$ cat src/rtl/os_array_pkg.sv
// Shared definitions for the output-stationary array result path.
//   - FSM state encoding for the drain controller
//   - row_idx_w(): width of a row index (minimum 1 bit)
// The row-entry struct depends on the instantiating module's COLS and word
// size, so it is declared inside os_result_drain, where those are known.
package os_array_pkg;

   typedef logic [1:0] state_t;

   localparam state_t ST_IDLE       = 2'd0;
   localparam state_t ST_WAIT_SPACE = 2'd1;
   localparam state_t ST_SHIFT      = 2'd2;
   localparam state_t ST_DONE       = 2'd3;

   function automatic int row_idx_w(input int rows);
      return (rows > 1) ? $clog2(rows) : 1;
   endfunction

endpackage

$ cat src/rtl/os_sync_fifo.sv
// Synchronous first-word-fall-through FIFO.
//   clk, rst    : clock, synchronous active-high reset
//   push, din   : write request and data (a push while full is only accepted
//                 together with a pop)
//   pop         : read request (ignored while empty)
//   dout        : head entry, zero while empty
//   full, empty : occupancy flags
//   free        : number of unused entries
module os_sync_fifo #(
   parameter int WIDTH = 8,
   parameter int DEPTH = 8
) (
   input  logic                         clk,
   input  logic                         rst,
   input  logic                         push,
   input  logic [WIDTH-1:0]             din,
   input  logic                         pop,
   output logic [WIDTH-1:0]             dout,
   output logic                         full,
   output logic                         empty,
   output logic [$clog2(DEPTH+1)-1:0]   free
);

   localparam int PTR_W = (DEPTH > 1) ? $clog2(DEPTH) : 1;
   localparam int CNT_W = $clog2(DEPTH + 1);

   logic [WIDTH-1:0] mem [DEPTH];
   logic [PTR_W-1:0] wr_ptr, rd_ptr;
   logic [CNT_W-1:0] count;
   logic             wr_en, rd_en;

   assign full  = (count == CNT_W'(DEPTH));
   assign empty = (count == '0);
   assign free  = CNT_W'(DEPTH) - count;

   // At full, the slot being popped this cycle is the one written.
   assign wr_en = push && (!full || pop);
   assign rd_en = pop && !empty;

   // Gate the head so the output reads zero after reset / when drained.
   assign dout = empty ? '0 : mem[rd_ptr];

   function automatic logic [PTR_W-1:0] ptr_inc(input logic [PTR_W-1:0] p);
      return (p == PTR_W'(DEPTH - 1)) ? '0 : p + 1'b1;
   endfunction

   always_ff @(posedge clk) begin
      if (rst) begin
         wr_ptr <= '0;
         rd_ptr <= '0;
         count  <= '0;
      end else begin
         if (wr_en) wr_ptr <= ptr_inc(wr_ptr);
         if (rd_en) rd_ptr <= ptr_inc(rd_ptr);
         if (wr_en && !rd_en)      count <= count + 1'b1;
         else if (!wr_en && rd_en) count <= count - 1'b1;
      end
   end

   always_ff @(posedge clk) begin
      if (wr_en) mem[wr_ptr] <= din;
   end

endmodule

$ cat src/rtl/os_result_drain.sv
// Result reader at the bottom edge of an output-stationary systolic array.
// After start, reserves ROWS FIFO entries, then holds op_sel high for ROWS
// cycles so every column's Result chain shifts down one row per cycle,
// capturing each row (bottom row first) with its row index.
//   clk, rst   : clock, synchronous active-high reset
//   start      : pulse, Psums are final
//   result_in  : bottom-row Result_out per column, column c at [c*W +: W]
//   op_sel     : to all PEs, 1 = shift Result chain, 0 = load Psum
//   busy, done : drain in progress / one-cycle completion pulse
//   out_*      : valid/ready stream of captured rows
module os_result_drain
   import os_array_pkg::*;
#(
   parameter int ROWS          = 4,
   parameter int COLS          = 4,
   parameter int out_word_size = 16,
   parameter int FIFO_DEPTH    = 8
) (
   input  logic                                  clk,
   input  logic                                  rst,
   input  logic                                  start,
   input  logic [COLS*out_word_size-1:0]         result_in,
   output logic                                  op_sel,
   output logic                                  busy,
   output logic                                  done,
   output logic [COLS*out_word_size-1:0]         out_data,
   output logic [row_idx_w(ROWS)-1:0]            out_row,
   output logic                                  out_valid,
   input  logic                                  out_ready
);

   localparam int DW    = COLS * out_word_size;
   localparam int ROW_W = row_idx_w(ROWS);
   localparam int CNT_W = $clog2(FIFO_DEPTH + 1);

   if (FIFO_DEPTH < ROWS) begin : g_bad_depth
      $error("os_result_drain: FIFO_DEPTH must be >= ROWS");
   end

   typedef struct packed {
      logic [DW-1:0]    data;
      logic [ROW_W-1:0] row;
   } row_entry_t;

   state_t           state;
   logic [ROW_W-1:0] k;
   row_entry_t       push_ent, head_ent;
   logic             fifo_push, fifo_pop, fifo_full, fifo_empty;
   logic [CNT_W-1:0] fifo_free;
   logic [CNT_W:0]   free_eff;

   assign op_sel    = (state == ST_SHIFT);
   assign busy      = (state != ST_IDLE);
   assign done      = (state == ST_DONE);

   assign fifo_push     = op_sel;
   assign push_ent.data = result_in;
   assign push_ent.row  = ROW_W'(ROWS - 1) - k;

   assign out_valid = !fifo_empty;
   assign fifo_pop  = out_valid && out_ready;
   assign out_data  = head_ent.data;
   assign out_row   = head_ent.row;

   // A pop this cycle already frees a slot for the first shift cycle.
   assign free_eff = {1'b0, fifo_free} + (CNT_W+1)'(fifo_pop);

   os_sync_fifo #(
      .WIDTH ($bits(row_entry_t)),
      .DEPTH (FIFO_DEPTH)
   ) u_fifo (
      .clk   (clk),
      .rst   (rst),
      .push  (fifo_push),
      .din   (push_ent),
      .pop   (fifo_pop),
      .dout  (head_ent),
      .full  (fifo_full),
      .empty (fifo_empty),
      .free  (fifo_free)
   );

   // The chain cannot pause once shifting, so space must have been reserved.
   a_no_overflow: assert property (@(posedge clk) disable iff (rst)
      !(fifo_push && fifo_full && !fifo_pop));

   always_ff @(posedge clk) begin
      if (rst) begin
         state <= ST_IDLE;
         k     <= '0;
      end else begin
         case (state)
            ST_IDLE: begin
               if (start) state <= ST_WAIT_SPACE;
            end
            ST_WAIT_SPACE: begin
               if (free_eff >= (CNT_W+1)'(ROWS)) begin
                  state <= ST_SHIFT;
                  k     <= '0;
               end
            end
            ST_SHIFT: begin
               if (k == ROW_W'(ROWS - 1)) begin
                  state <= ST_DONE;
                  k     <= '0;
               end else begin
                  k <= k + 1'b1;
               end
            end
            default: state <= ST_IDLE;   // ST_DONE lasts one cycle
         endcase
      end
   end

endmodule

$ cat config.mk
export PLATFORM = sky130hd
export DESIGN_NAME = os_result_drain
export DESIGN_NICKNAME = d
export VERILOG_FILES = /design/src/rtl/os_array_pkg.sv /design/src/rtl/os_sync_fifo.sv /design/src/rtl/os_result_drain.sv
export SDC_FILE = /design/constraint.sdc
export NUM_CORES = 1
export LEC_CHECK = 0
export CAP_MARGIN = 15
export CORE_UTILIZATION = 31
export DETAILED_ROUTE_END_ITERATION = 10
export GPL_TIMING_DRIVEN = 0
export PLACE_DENSITY = 0.58
export REMOVE_ABC_BUFFERS = 1
export SLEW_MARGIN = 20
export SYNTH_ARGS = -nofsm -noshare
export SYNTH_HDL_FRONTEND = slang
export SYNTH_HIERARCHICAL = 1
export SYNTH_SLANG_ARGS = --single-unit
$ cat constraint.sdc
create_clock -name clk -period 12.76 [get_ports clk]
set_input_delay 3.828 -clock clk [delete_from_list [all_inputs] [get_ports clk]]
set_output_delay 3.828 -clock clk [all_outputs]
set_load 0.01 [all_outputs]
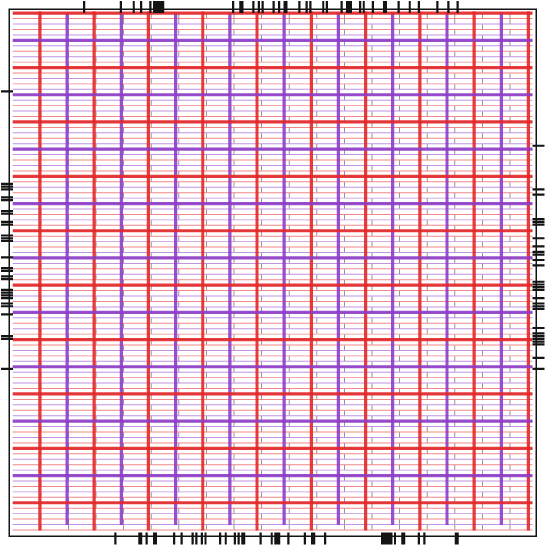
Figure 1: run 1, PDN straps and rails.
Scale: 2 px per um. Pins as bars on the die edge. Tap cells in gray.
VSS: marked red. VDD: marked purple.
19 straps on met4. 138 signal pins sit on the boundary.

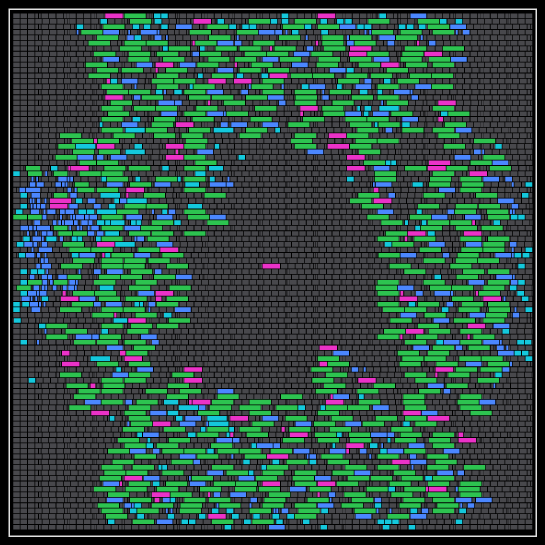
Figure 2: run 1, cell classes on the final placement.
Scale: 2 px per um. Fill, decap, tap and diode cells in gray.
clock drivers and dummy loads: marked magenta, cells 108, share of their area 7.6%. all other logic: marked blue, cells 365, share of their area 18%. other buffers and delay cells: marked cyan, cells 224, share of their area 9.6%. flops: marked green, cells 545, share of their area 64%.

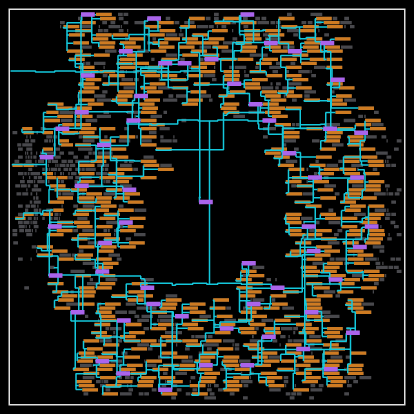
Figure 3: run 1, routed clock nets over the placement.
Scale: 1.5 px per um.
cells driving clock nets: marked purple, count 58. flip-flops: marked orange, count 545. clock wires: marked cyan, length 6620 um.
There are 59 routed clock nets. Position of the flops: widely spread.

==> impl_metrics.yaml, run 1 <==
# flow metrics
setup_path:
  ff2ff_path_depth: 13
  crit_required_ns: 8.93
  worstPathArrival_ns: 3.19
  slowest_stage: "dfxtp_4"
  r2r_end: "u_fifo/mem[0][16]$_DFFE_PP_"
  critPathCaptureType: "output pin"
  critPathMaxFanout: 31
  path_common_cell: "buf_16"
  path_cells: "buf_16 > buf_16 > mux4_2 > mux2i_1 > nor2_1 > clkdlybuf4s50_1"
  crit_family: "buffers and inverters"
  setup.worst_path.start_class: "register"
die:
  chipArea_mm2: 0.0690
  floorplan.core_util_pct: 31.4
  ioPinCount: 138
  rows: 95
  core_mm2: 0.0672
  die_x_um: 263
  die.size.y_um: 263
clocking:
  root_buffer: "clkbuf_16"
  cts_hold_buf: 0
  cts_tree: "built"
  post_cts_resized: 0
  clock_latency_ns: 0.59
  cts_htree_levels: 2
  clkSinkCount: 545
  clk_pin_slew_ns: 0.06
power_and_ir_drop:
  p_leak_nw: 8.12
  switching_share_pct: 24.4
  power.internal_mw: 3.48
  p_comb_share_pct: 18.6
  p_sw_mw: 1.12
  pwr-share-clk_pct: 36.4
final_timing:
  fin_ws_ns: 5.74
  tightest_slew_ns: 0.823
  skew_ns: 0.0160
  max_freq_mhz: 142
  period_needed_ns: 7.02
  drv_slew: 0
  finalCritPeriodShare_pct: 55.0
global_routing:
  antenna_found_initial: 3
  grt_overflow: 0
  track_usage_pct: 13.1
  grt_pass1_vias: 10892
  grt_pass1_wl_um: 68000
  grt_max_degree: 45
detailed_routing:
  drt_wl_total_um: 44400
  avgRoutedWirePerCell_um: 21.0
  viasPerCell: 4.72
  via_count: 9993
layout:
  design_area_mm2: 0.0263
  lay_top_count: "edfxtp_1"
  n_antenna_cell: 0
  fill_cells: 5927
  drive_above_1_share_pct: 26.1
  nets: 1278
place:
  postPlaceCellArea_mm2: 0.0244
  numPortBuffers: 137
outcome:
  status: "finished clean"
worst_hold_path:
  min_path_type: "reg2reg"
  holdPathStages: 2
  hp-start: "u_fifo/rd_ptr[1]$_SDFFE_PP0P_"
synthesis:
  syn_inst: 959
  ys_warn_count: 6
  netlist_area_mm2: 0.0211
  avgSynthCellArea_um2: 22.0
job:
  warnings: 30
## run 1: worst register-to-register path, cell delays in order (launching register included)
cell	delay, ns
dfxtp_1	0.48
inv_1	0.08
ha_1	0.24
nor3b_4	0.21
nor2b_1	0.28
o21ai_2	0.21
nor4_2	0.52
buf_4	0.27
buf_4	0.15
buf_2	0.21
buf_2	0.23
buf_2	0.24
buf_2	0.23
buf_4	0.18
## run 1: state kept, by name, indices dropped and copies added, names as in the netlist, named ones only
register	cells
u_fifo/wr_ptr	3
u_fifo/count	4
u_fifo/mem	528
state	2
k	2
u_fifo/rd_ptr	3
## run 1: stage by stage
stage	utilization (%)	power [mW]	instances	TNS, ns	hold WS (ns)
floorplan	-	2.64	910	0	0.442
global placement	34.6	3.04	1920	-1277.78	0.481
detailed placement	36.3	2.99	2007	0	0.465
CTS	39.1	4.67	2115	0	0.488
global route	39.1	4.79	2115	0	0.527
finish	39.1	4.60	2115	0	0.482
## run 1: per-layer routing
metal	vias to the layer above	routed length, um	share of wire, %	global-route usage, %
met1	5322	20200	45	17.7
met5	-	37	0.083	0
met3	78	1670	3.8	2.70
met4	6	860	1.9	3.31
li1	4428	-	-	-
met2	159	21700	49	21.5
## run 1: worst max path at each step
stage | start | endpoint | cells after the start
floorplan | out_ready | u_fifo/mem[0][0]$_DFFE_PP_ | 3
global placement | out_ready | u_fifo/mem[0][35]$_DFFE_PP_ | 4
detailed placement | out_ready | u_fifo/mem[0][16]$_DFFE_PP_ | 11
CTS | register | out_data[40] | 6
global route | register | out_data[19] | 6
finish | register | out_data[48] | 6
## run 1: power groups by stage
stage / clock (mW) / combinational, mW / sequential, mW
after floorplan: 0 / 0.474 / 2.17
after global placement: 0 / 0.819 / 2.22
after detailed placement: 0 / 0.876 / 2.11
after CTS: 1.72 / 0.879 / 2.07
after global routing: 1.78 / 0.927 / 2.08
final: 1.67 / 0.855 / 2.07
## run 1: cell type report
| cell class | instances | area [um^2] | share of cell area, % |
|---|---|---|---|
| tap | 873 | 1090 | 4.15 |
| sequential | 545 | 16200 | 61.6 |
| clock buffer | 71 | 1560 | 5.95 |
| clock inverter | 37 | 353 | 1.34 |
| multi-input combinational | 353 | 4600 | 17.5 |
| timing repair buffer | 224 | 2430 | 9.23 |
| inverter | 12 | 45.0 | 0.171 |
## Run 2: what changed since run 1
==> constraint.sdc (replaced) <==
create_clock -name clk -period 6.6 [get_ports clk]
set_input_delay 1.98 -clock clk [delete_from_list [all_inputs] [get_ports clk]]
set_output_delay 1.98 -clock clk [all_outputs]
set_load 0.01 [all_outputs]
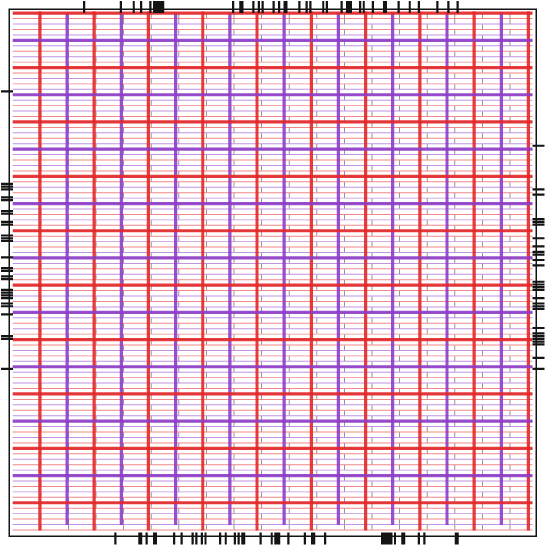
Figure 4: run 2, PDN straps and rails.
Scale: 2 px per um. Pins as bars on the die edge. Tap cells in gray.
VDD: marked purple. VSS: marked red.
873 tap cells. 19 straps on met5. 138 signal pins sit on the boundary. 19 straps on met4. The core has 95 rows.

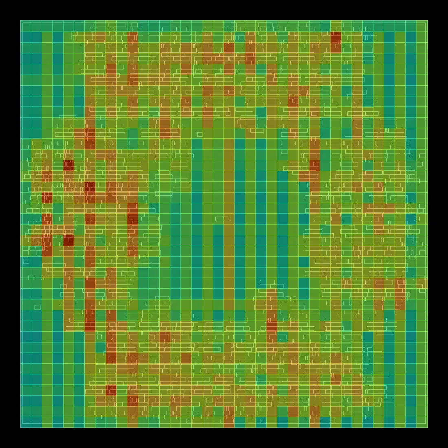
Figure 5: run 2, routing congestion.
fin util: 39.1%
global-route usage over all layers: 13.1%
met3 usage in global routing: 2.70%
GRT met1 Usage: 17.7%
WL/cell: 21.0 um

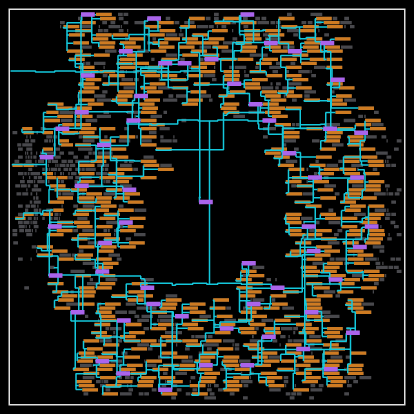
Figure 6: run 2, routed clock nets over the placement.
Scale: 1.5 px per um.
cells driving clock nets: marked purple, count 58. clock wires: marked cyan, length 6620 um. flip-flops: marked orange, count 545.
There are 59 routed clock nets. Position of the flops: widely spread.

==> impl_metrics.yaml, run 2 <==
# flow metrics
worst_hold_path:
  min_path_type: "reg2reg"
final_timing:
  rsz0062_at_grt: "false"
  relSlewSlack_pct: 44.9
  skew_ns: 0.0160
  finalCritPeriodShare_pct: 78.3
  setup_viol: 0
  drv_slew: 0
  period_needed_ns: 5.17
  max_freq_mhz: 193
  tightest_slew_ns: 0.823
  fin_ws_ns: 1.43
  finalHoldViolations: 0
global_routing:
  antenna_found_initial: 3
  grt_max_degree: 45
  grt_overflow: 0
  grt_pass1_vias: 10892
  grt_pass1_wl_um: 68000
layout:
  design_area_mm2: 0.0263
  reg.largest.list: "u_fifo/mem x528, u_fifo/count x4"
  drive_above_1_share_pct: 26.1
  largest-register: "u_fifo/mem"
  largest_reg_flops: 528
  synthToLayoutAreaGrowth_pct: 24.8
  mostFrequentLayoutCells: "edfxtp_1 (528), clkdlybuf4s50_1 (137), mux4_2 (132)"
  nets: 1278
  n_antenna_cell: 0
  lay_top_count: "edfxtp_1"
clocking:
  ctsLongestPathBuffers: 3
  cts_tree: "built"
  root_buffer: "clkbuf_16"
  cts_hold_buf: 0
  cts_htree_levels: 2
  clkSinkCount: 545
  clk_pin_slew_ns: 0.06
  clock_latency_ns: 0.59
  post_cts_resized: 0
  postCtsSetupBuffers: 0
  numCtsBuffers: 58
detailed_routing:
  drt_wl_total_um: 44400
  post-route-drc-count: 0
  via_count: 9993
  route.met2.wl_um: 21700
  firstDrtPassIters: 4
  met1_length_um: 20200
  antenna_left: 0
  drt_first_iter_violations: 620
  viasPerCell: 4.72
  dr.max_layer_used: "met5"
  dr_wl_met3_um: 1670
outcome:
  status: "finished clean"
power_and_ir_drop:
  p_leak_nw: 8.12
  p_per_area_mw_per_mm2: 338
  peakVddDrop_v: 0.000175
job:
  warnings: 30
  drv_cap: 0
setup_path:
  path_common_cell: "buf_16"
  critPathMaxStageDelay_ns: 0.62
  worstPathArrival_ns: 3.19
  slowest_stage: "dfxtp_4"
  critPathMaxFanout: 31
  crit_required_ns: 4.62
  setup.worst_path.start_class: "register"
  path_class: "reg2out"
  critPathCaptureType: "output pin"
  path_cells: "buf_16 > buf_16 > mux4_2 > mux2i_1 > nor2_1 > clkdlybuf4s50_1"
place:
  dpl_worst_slack_ns: 1.26
  place.gp.congestion: 0.698
  numPortBuffers: 137
  postPlaceCellArea_mm2: 0.0244
  dp_hpwl_um: 29300
synthesis:
  ys_warn_count: 6
  syn_inst: 959
  avgSynthCellArea_um2: 22.0
  netlist_area_mm2: 0.0211
die:
  floorplan.core_util_pct: 31.4
  chipArea_mm2: 0.0690
  rows: 95
  ioPinCount: 138
  die.size.y_um: 263
  core_mm2: 0.0672
  die_x_um: 263
==> run 2: cell counts in the layout (fill, tap and decap cells not counted) <==
No cell type changed its count.
==> run 2: cell type report <==
type,count,area (um^2)
fillers,5927,40900
flip-flops and latches,545,16200
multi-input cells,353,4600
repair buffers,224,2430
clock buffers,71,1560
well taps,873,1090
clock inverters,37,353
inverters,12,45.0
==> run 2: power by group <==
| group | internal (mW) | switching [mW] |
|---|---|---|
| clock | 1.92 | 1.32 |
| combinational | 0.870 | 0.783 |
| sequential | 3.94 | 0.0643 |
| total | 6.73 | 2.17 |
==> run 2: worst max-delay path, delay by kind of cell (launching register included) <==
kind,cells,cell delay (ns)
buffers and inverters,3,1.06
muxes,2,0.76
DFF,1,0.62
and+or+nand+nor,1,0.06
==> run 2: final timing paths <==
check	start	cells past startpoint	slack [ns]	to
max	register	6	1.43	out_data[48]
min	u_fifo/rd_ptr[1]$_SDFFE_PP0P_	2	0.48	register
max reg2reg	u_fifo/count[0]$_SDFFE_PP0P_	13	2.78	u_fifo/mem[0][16]$_DFFE_PP_
min reg2reg	u_fifo/rd_ptr[1]$_SDFFE_PP0P_	2	0.48	register
==> run 2: routing by layer <==
layer,vias to the layer above,track usage [%]
met5,-,0
met4,6,3.31
met3,78,2.70
met2,159,21.5
met1,5322,17.7
li1,4428,-
==> run 2: per-stage QoR <==
step	hold WS, ns	setup TNS, ns	power [mW]	instances
global route	0.527	0	9.26	2115
finish	0.482	0	8.90	2115
floorplan	0.442	-541.81	5.10	910
CTS	0.488	0	9.04	2115
global placement	0.481	-3666.28	5.74	1920
detailed placement	0.465	0	5.78	2007
Figure 7. Routed metal, one color a layer (run 2).
Scale: 2 px per um.
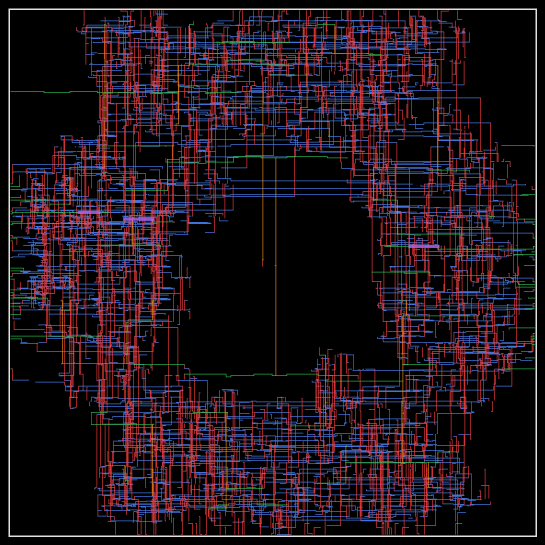

## Run 3: what changed since run 2
==> constraint.sdc (replaced) <==
create_clock -name clk -period 4.8 [get_ports clk]
set_input_delay 1.44 -clock clk [delete_from_list [all_inputs] [get_ports clk]]
set_output_delay 1.44 -clock clk [all_outputs]
set_load 0.01 [all_outputs]
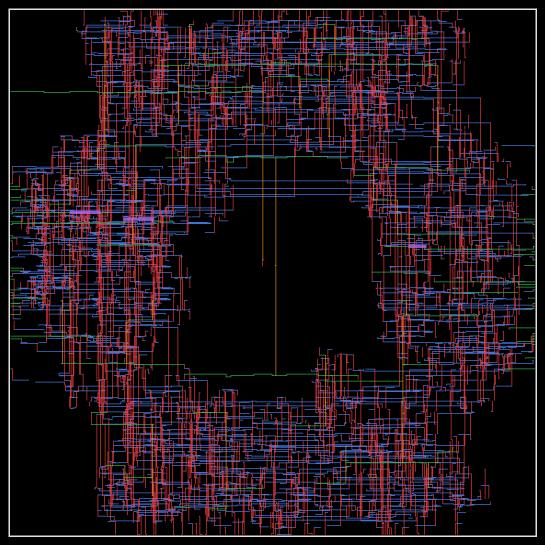
Figure 8: run 3, routed metal, one color a layer.
Scale: 2 px per um.
met3: marked green, wire length 1800 um. met5: marked purple, wire length 35.0 um. met2: marked red, wire length 21.7 mm. met1: marked blue, wire length 20.0 mm. met4: marked orange, wire length 882 um.

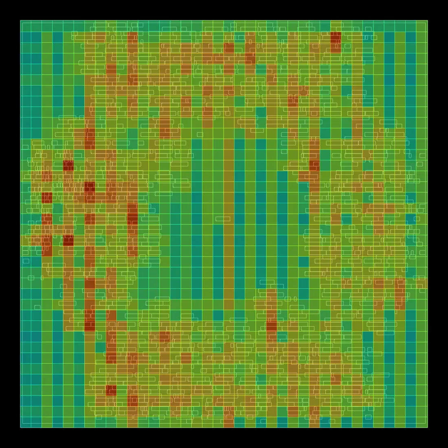
Figure 9: run 3, routing congestion.
fin util: 39.2%
GR peak layer: met2
grt met2 use: 21.5%
WL/cell: 20.9 um

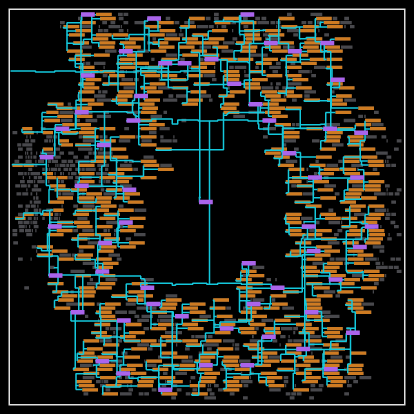
Figure 10: run 3, routed clock nets over the placement.
Scale: 1.5 px per um.
cells driving clock nets: marked purple, count 58. clock wires: marked cyan, length 6630 um. flip-flops: marked orange, count 545.
Position of the flops: widely spread. There are 59 routed clock nets.

==> impl_metrics.yaml, run 3 <==
# flow metrics
outcome:
  status: "finished clean"
layout:
  drive_above_1_share_pct: 26.5
  n_antenna_cell: 0
  lay_top_count: "edfxtp_1"
  largest-register: "u_fifo/mem"
  mostFrequentLayoutCells: "edfxtp_1 (528), clkdlybuf4s50_1 (137), mux4_2 (132)"
  design_area_mm2: 0.0263
  reg.largest.list: "u_fifo/mem x528, u_fifo/count x4"
die:
  die_x_um: 263
  ioPinCount: 138
  chipArea_mm2: 0.0690
  rows: 95
  core_mm2: 0.0672
setup_path:
  setup.worst_path.start_class: "register"
  path_class: "reg2out"
  critPathCaptureType: "output pin"
  worstPathArrival_ns: 3.01
  critPathMaxFanout: 12
  r2r-start: "u_fifo/count[0]$_SDFFE_PP0P_"
  slowest_stage: "clkdlybuf4s50_1"
final_timing:
  rsz0062_at_grt: "false"
  relSlewSlack_pct: 43.1
  fin_ws_ns: 0.345
  setup_viol: 0
  max_freq_mhz: 224
place:
  place_inst: 2007
  dpl_worst_slack_ns: 0.00210
  place.gp.congestion: 0.698
  numPortBuffers: 137
  postPlaceCellArea_mm2: 0.0244
  dp_hpwl_um: 29300
detailed_routing:
  viasPerCell: 4.70
  antenna_left: 0
  firstDrtPassIters: 4
  via_count: 9979
global_routing:
  grt_pass1_vias: 10892
  grt_max_degree: 45
  antenna_found_initial: 3
power_and_ir_drop:
  p_per_area_mw_per_mm2: 465
  peakVddDrop_v: 0.000241
clocking:
  clk_pin_slew_ns: 0.06
  clkSinkCount: 545
  numCtsBuffers: 58
  ctsLongestPathBuffers: 3
  root_buffer: "clkbuf_16"
  cts_htree_levels: 2
job:
  drv_cap: 0
worst_hold_path:
  min_path_type: "reg2reg"
## run 3: worst max-delay path, delay by kind of cell, from the launching register on
family                   cells  cell delay [ns]
adder cells (fa/ha/maj)      1             0.24
buffers and inverters        5             1.19
flip-flops                   1             0.49
AND/OR/NAND/NOR              2             0.48
## run 3: path summary, 6_finish.rpt
path / to / depth (start not counted) / slack (ns)
hold reg to reg: register / 2 / 0.48
hold / removal: register / 2 / 0.48
setup reg to reg: u_fifo/mem[0][56]$_DFFE_PP_ / 13 / 0.96
setup / recovery: out_data[10] / 8 / 0.35
## run 3: report_power, final
part           leakage (nW)  internal (mW)  total [mW]  switching (mW)
registers              4.88           5.42        5.49          0.0702
logic                  2.34           1.22        2.32            1.10
clock network         0.927           2.64        4.45            1.81
## run 3: final cells by class
cell class	instances	area [um^2]
fillers	5925	40800
flip-flops and latches	545	16200
multi-input cells	353	4600
repair buffers	231	2480
clock buffers	71	1560
well taps	873	1090
clock inverters	37	353
inverters	12	45.0
## run 3: per-stage QoR
stage / util (%) / power, mW
after floorplan: - / 7.02
after global placement: 34.6 / 7.66
after detailed placement: 36.3 / 7.94
after CTS: 39.1 / 12.4
after global routing: 39.2 / 12.8
final: 39.2 / 12.3
## run 3: metal layers
layer	wire length, um	vias to the layer above
li1	-	4444
met1	20000	5292
met2	21700	159
met3	1800	78
met4	881	6
met5	34	-
## run 3: timing repair
item,CTS,global route
hold buffers,0,0
endpoints found under the setup margin,0,9
setup buffers,0,7
Power is estimated from default activity; no workload was simulated.
